**src/rtl/exe_alu_md.sv**
```systemverilog
// Execute-stage ALU (combinational) plus a multi-cycle MULT/MULTU/DIV/DIVU unit writing HI/LO.
// Multiply finishes 2 cycles after accept, divide 33; md_stall holds F/D/E until the DONE cycle.
module exe_alu_md #(
   parameter int DATA_W    = 32,
   parameter int DIV_ITERS = 32
) (
   input  logic              clk,
   input  logic              resetn,
   input  logic [4:0]        aluctrl,
   input  logic [DATA_W-1:0] src_a,
   input  logic [DATA_W-1:0] src_b,
   input  logic [4:0]        sa,
   input  logic              ov_check,
   input  logic [1:0]        md_op,
   input  logic              md_valid,
   input  logic              flush,
   output logic [DATA_W-1:0] alu_result,
   output logic              overflow,
   output logic              md_stall,
   output logic              md_done,
   output logic [DATA_W-1:0] hi_out,
   output logic [DATA_W-1:0] lo_out
);
   localparam logic [4:0] ALU_AND  = 5'd0,  ALU_OR   = 5'd1,  ALU_ADD  = 5'd2,
                          ALU_XOR  = 5'd3,  ALU_NOR  = 5'd4,  ALU_SUB  = 5'd6,
                          ALU_SLT  = 5'd7,  ALU_SLTU = 5'd8,  ALU_SLL  = 5'd9,
                          ALU_SRL  = 5'd10, ALU_SRA  = 5'd11, ALU_SLLV = 5'd12,
                          ALU_SRLV = 5'd13, ALU_SRAV = 5'd14;
   localparam int CNT_W = $clog2(DIV_ITERS + 1);
   localparam logic [CNT_W-1:0] CNT_LAST = CNT_W'(DIV_ITERS - 1);

   typedef enum logic [1:0] {S_IDLE, S_MUL, S_DIV, S_DONE} md_state_e;

   md_state_e         state_q, state_d;
   logic [DATA_W-1:0] a_q, a_d, b_q, b_d;
   logic [DATA_W-1:0] rem_q, rem_d, quo_q, quo_d;
   logic [DATA_W-1:0] hi_q, hi_d, lo_q, lo_d;
   logic [1:0]        op_q, op_d;
   logic [CNT_W-1:0]  cnt_q, cnt_d;

   logic [DATA_W-1:0] sum, diff;
   assign sum  = src_a + src_b;
   assign diff = src_a - src_b;

   always_comb begin
      alu_result = '0;
      overflow   = 1'b0;
      case (aluctrl)
         ALU_ADD: begin
            alu_result = sum;
            overflow   = ov_check & (src_a[DATA_W-1] == src_b[DATA_W-1])
                                  & (sum[DATA_W-1] != src_a[DATA_W-1]);
         end
         ALU_SUB: begin
            alu_result = diff;
            overflow   = ov_check & (src_a[DATA_W-1] != src_b[DATA_W-1])
                                  & (diff[DATA_W-1] != src_a[DATA_W-1]);
         end
         ALU_SLT:  alu_result = {{(DATA_W-1){1'b0}}, ($signed(src_a) < $signed(src_b))};
         ALU_SLTU: alu_result = {{(DATA_W-1){1'b0}}, (src_a < src_b)};
         ALU_AND:  alu_result = src_a & src_b;
         ALU_OR:   alu_result = src_a | src_b;
         ALU_XOR:  alu_result = src_a ^ src_b;
         ALU_NOR:  alu_result = ~(src_a | src_b);
         ALU_SLL:  alu_result = src_b << sa;
         ALU_SRL:  alu_result = src_b >> sa;
         ALU_SRA:  alu_result = $signed(src_b) >>> sa;
         ALU_SLLV: alu_result = src_b << src_a[4:0];
         ALU_SRLV: alu_result = src_b >> src_a[4:0];
         ALU_SRAV: alu_result = $signed(src_b) >>> src_a[4:0];
         default:  alu_result = '0;
      endcase
   end

   // md_op[0] = 0 selects the signed variants (MULT, DIV)
   logic                op_signed, q_neg, r_neg;
   logic [DATA_W-1:0]   b_mag;
   logic [2*DATA_W-1:0] mul_a, mul_b, product;
   logic [DATA_W:0]     trial;

   assign op_signed = ~op_q[0];
   assign b_mag     = (op_signed && b_q[DATA_W-1]) ? -b_q : b_q;
   assign mul_a     = {{DATA_W{op_signed & a_q[DATA_W-1]}}, a_q};
   assign mul_b     = {{DATA_W{op_signed & b_q[DATA_W-1]}}, b_q};
   assign product   = mul_a * mul_b;
   assign trial     = {rem_q, quo_q[DATA_W-1]} - {1'b0, b_mag};
   assign q_neg     = op_signed & (a_q[DATA_W-1] ^ b_q[DATA_W-1]);
   assign r_neg     = op_signed & a_q[DATA_W-1];

   always_comb begin
      state_d  = state_q;
      a_d      = a_q;
      b_d      = b_q;
      op_d     = op_q;
      cnt_d    = cnt_q;
      rem_d    = rem_q;
      quo_d    = quo_q;
      hi_d     = hi_q;
      lo_d     = lo_q;
      md_stall = 1'b0;
      md_done  = 1'b0;
      case (state_q)
         S_IDLE: begin
            if (md_valid && !flush) begin
               md_stall = 1'b1;
               a_d      = src_a;
               b_d      = src_b;
               op_d     = md_op;
               cnt_d    = '0;
               rem_d    = '0;
               quo_d    = (!md_op[0] && src_a[DATA_W-1]) ? -src_a : src_a;
               state_d  = md_op[1] ? S_DIV : S_MUL;
            end
         end
         S_MUL: begin
            md_stall       = 1'b1;
            {rem_d, quo_d} = product;
            state_d        = S_DONE;
         end
         S_DIV: begin
            md_stall = 1'b1;
            // Borrow out of the trial subtract means the divisor did not fit
            if (!trial[DATA_W]) begin
               rem_d = trial[DATA_W-1:0];
               quo_d = {quo_q[DATA_W-2:0], 1'b1};
            end else begin
               rem_d = {rem_q[DATA_W-2:0], quo_q[DATA_W-1]};
               quo_d = {quo_q[DATA_W-2:0], 1'b0};
            end
            cnt_d = cnt_q + CNT_W'(1);
            if (cnt_q == CNT_LAST) state_d = S_DONE;
         end
         S_DONE: begin
            state_d = S_IDLE;
            if (!flush) begin
               md_done = 1'b1;
               if (!op_q[1]) begin
                  hi_d = rem_q;
                  lo_d = quo_q;
               end else if (b_q == '0) begin
                  hi_d = a_q;
                  lo_d = '1;
               end else begin
                  hi_d = r_neg ? -rem_q : rem_q;
                  lo_d = q_neg ? -quo_q : quo_q;
               end
            end
         end
         default: state_d = S_IDLE;
      endcase
      if (flush) state_d = S_IDLE;
   end

   always_ff @(posedge clk or negedge resetn) begin
      if (!resetn) begin
         state_q <= S_IDLE;
         a_q     <= '0;
         b_q     <= '0;
         op_q    <= '0;
         cnt_q   <= '0;
         rem_q   <= '0;
         quo_q   <= '0;
         hi_q    <= '0;
         lo_q    <= '0;
      end else begin
         state_q <= state_d;
         a_q     <= a_d;
         b_q     <= b_d;
         op_q    <= op_d;
         cnt_q   <= cnt_d;
         rem_q   <= rem_d;
         quo_q   <= quo_d;
         hi_q    <= hi_d;
         lo_q    <= lo_d;
      end
   end

   assign hi_out = hi_q;
   assign lo_out = lo_q;
endmodule

```
**config.mk**
```make
export PLATFORM = sky130hd
export DESIGN_NAME = exe_alu_md
export DESIGN_NICKNAME = d
export VERILOG_FILES = /design/src/rtl/exe_alu_md.sv
export SDC_FILE = /design/constraint.sdc
export NUM_CORES = 2
export LEC_CHECK = 0
export ABC_AREA = 1
export CORE_ASPECT_RATIO = 1.5
export CORE_MARGIN = 5
export CORE_UTILIZATION = 55
export CTS_CLUSTER_SIZE = 14
export DETAILED_ROUTE_END_ITERATION = 16
export PLACE_DENSITY = 0.72
export SETUP_SLACK_MARGIN = 0.05
export SYNTH_ARGS = -nofsm -noshare
export SYNTH_HDL_FRONTEND = slang
export SYNTH_SLANG_ARGS = --single-unit
export TNS_END_PERCENT = 30
```
**constraint.sdc**
```tcl
create_clock -name clk -period 10 [get_ports clk]
set_input_delay 1.5 -clock clk [delete_from_list [all_inputs] [get_ports clk]]
set_output_delay 1.5 -clock clk [all_outputs]
set_load 0.05 [all_outputs]
```
clock_nets.png
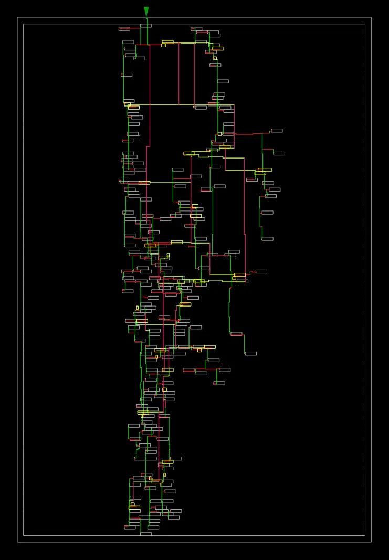
skew final: 0.0693 ns
clk_buf instances: 28
num sequential: 202

==> run summary <==
Numbers from the implementation run.

Per the synth log, the flip-flop and latch total comes to 202. The critical path arrival is 9.69 ns. The tree is rooted in a clkbuf_16.

The report shows a maximum critical-path fanout of 19. Of the available clock period, the critical path in the final layout requires 0.912. The total of warnings raised by yosys is 0. The cell type that accounts for the most area after synthesis is fa_1. The remaining global-route overflow is 0.

The number of global-route vias before repair was 71,400. The first detailed-routing pass ran for 9 iterations. The net count after synthesis is 11,200. The tightest min-delay check is of the register to register type. Summing every instance area after synthesis gives 66,300 um2.

The aggregate negative setup slack is 0 ns. The routed via count divided by cell count is 6.09. The number of violations reported at the end of detailed-routing iteration 0 is 7,106. Setup repair after global routing left no endpoint under its margin. The initial utilization of the core area, before any placement, comes to 0.552. The die outline height is 435 um. Counting distinct cell types in the post-synthesis netlist gives 60.

The number of clock buffers added by TritonCTS is 21. The clock sink count is 202. Among the stages of the critical path, the cell type that occurs most often is fa_1.

The flow ran to the end, and the final reports show no timing, DRC or antenna violations. The total via count after detailed routing is 68,400. For this run, the top clock speed supported by timing is 110 MHz. The yosys stat cell total is 9,686. The share of cells above drive strength 1 is 0.0333. In the global route stage, overall resource usage came out at 0.487.

As reported, the later end of the worst-skew pair has a clock insertion delay of 0.63 ns. The delay of the slowest cell on the worst path is 0.88 ns. The site row count is 156. The clock period minus worst slack is 9.12 ns. TritonCTS built the clock tree.

The clock passes through at most 3 buffers. Per the run report, area growth between synthesis and finish was 6.40%. The share of flip-flops with an asynchronous set or reset after synthesis is 1.00. The horizontal die dimension is 294 um. According to the timing report, the data required time at the worst endpoint equals 10.57 ns. The first-pass GRT wire length is 456,000 um.

The worst relative slew slack is 0.0565. By startpoint and endpoint, the worst setup path is classified as register to register. The number of top-level pins is 180.

The commonest cells after synthesis are nand2_1 (2,683), inv_1 (2,057), fa_1 (1,128). The final-report max-slew violation count is 0. The area share of the largest cell type after synthesis is 0.340.

In the synthesized netlist, the number of instances is 9,686. The port buffer count is 179. Clock-pin slew was measured on the worst setup and hold paths at 0.09 ns. The max-capacitance violation count is 0. In this run the number of H-tree levels came out at 1.

The pin closest to its max-slew limit shows a slew of 1.42 ns. In the final design database the tool counted 11,200 nets. STA classifies the critical path endpoint as a register. The routed wire length is 315,000 um. The number of hold buffers added after cts is 0.

Per the post-route antenna check, the number of violating nets is 0. Per the synth stats, the flop cell with the highest instance count is dfrtp_1. The placeable core area is 120,000 um2.

The routed wirelength normalized by instance count is 28.0 um. The number of resized instances in the post-cts repair step is 0. After synthesis, the cell types taking the most area are fa_1 (34%), nand2_1 (15%), inv_1 (12%). RePlAce ended its routability-driven mode at a weighted congestion of 1.20.

The DRC violation count after routing is 0. The sum of net half-perimeters after detailed placement is 257,000 um. The stat command in Yosys gives a chip area of 66,300 um2. The number of warnings reported in the stage logs is 96. A synthesized cell averages 6.85 um2. The final-report hold violation count is 0. After floorplanning, the die was sized to cover 128,000 um2. The proportion of synthesized chip area in sequential cells is 0.0762. For this run, the final setup violation count is recorded as 0. The initial antenna violation count is 30. Entering global routing, the biggest net connects 91 pins. The number of buffers inserted to repair setup after CTS is 0. The worst setup path is launched from a register.

Looking at the critical path, the single cell with the biggest stage delay is dfrtp_1. The synthesized design contains 0 enable-type register cells. The most frequent cell after synthesis is nand2_1.
closeup.png
Region (48, 301) to (98, 351) um. Cells in gray, sequential cells in the stronger gray; small squares are vias.
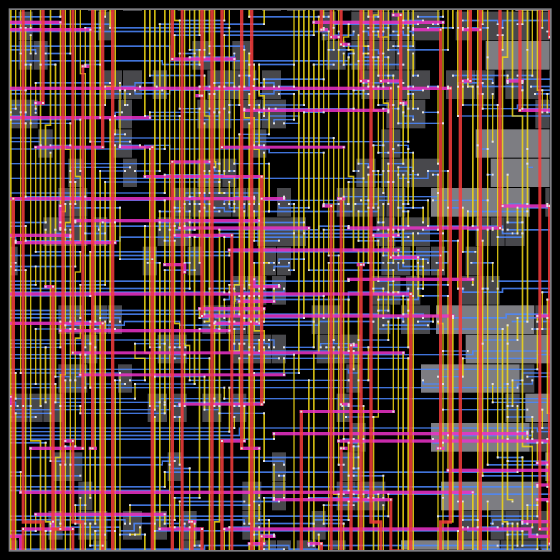
| color | layer |
|---|---|
| blue | M1 |
| red | M4 |
| yellow | M2 |
| magenta | M3 |
cells with their middle in the window: 154
netlist names of flops here include: `hi_out` (5), `b_q` (4)
sequential cells in the window: 9
most frequent: nand2_1 (44), nand3_1 (34), nor2_1 (17)

layout by cell type, fill, tap and decap left out, drive strengths merged, types with 97 or more instances in the layout:
master / synthesis / final
nand3: 795 / 795
fa: 1128 / 1128
nand4: 97 / 97
dfrtp: 202 / 202
buf: 124 / 210
clkdlybuf4s50: 0 / 178
ha: 351 / 351
a21oi: 319 / 319
inv: 2068 / 2072
nor2: 652 / 652
nand2: 2689 / 2689
o21ai: 386 / 386
state kept, by name, indices dropped and copies added (netlist names):
name	flops
rem_q	32
hi_out	32
b_q	32
state_q	2
op_q	2
lo_out	32
quo_q	32
a_q	32
cnt_q	6
cell families after synthesis:
logic type,count (synthesis),synth area share
AND-OR/OR-AND,953,0.0810
XOR/XNOR,126,0.0166
adder cells (fa/ha/maj),1479,0.407
buffers and inverters,2560,0.147
flip-flops,202,0.0762
AND/OR/NAND/NOR,4366,0.272
worst max-delay path: cells and delay by family, from the launching register on:
family	cells	cell delay, ns
buffers and inverters	6	0.96
adders and majority gates	9	4.70
DFF	1	0.88
and+or+nand+nor	13	2.51
area by class of cell:
type | count | area, um2
multi-input combinational | 6924 | 51600
fill | 11300 | 49700
inverter | 2078 | 7800
sequential | 202 | 5060
timing repair buffer | 388 | 3440
tap | 1580 | 1980
clock buffer | 28 | 572
clock inverter | 9 | 91.3
antenna | 20 | 50.0
layer usage:
metal / GRT usage / vias to the layer above / share of wire
met1: 0.486 / 32600 / 0.30
li1: - / 29200 / -
met3: 0.133 / 1921 / 0.10
met4: 0.527 / 12 / 0.14
met2: 0.776 / 4749 / 0.46
met5: 0 / - / 0.00021
final timing paths:
path                          from    endpoint  slack [ns]  cells past startpoint
min in group asynchronous   resetn     b_q[26]        0.91                      1
min                        b_q[30]     b_q[30]        0.49                      2
min reg2reg                b_q[30]     b_q[30]        0.49                      2
max reg2reg                 b_q[2]   rem_q[12]        0.88                     28
max                         b_q[2]   rem_q[12]        0.88                     28
max in group asynchronous   resetn  lo_out[26]        6.85                      3
metrics by stage:
step / cells / setup slack [ns] / hold WS [ns] / instance area, um2 / util
floorplan: 9686 / 2.52 / 0.449 / 66300 / -
global placement: 11200 / 1.32 / 0.462 / 69800 / 0.581
detailed placement: 11200 / 1.30 / 0.475 / 69800 / 0.581
CTS: 11200 / 1.23 / 0.492 / 70500 / 0.586
global route: 11200 / 0.771 / 0.554 / 70500 / 0.587
finish: 11200 / 0.879 / 0.491 / 70600 / 0.587
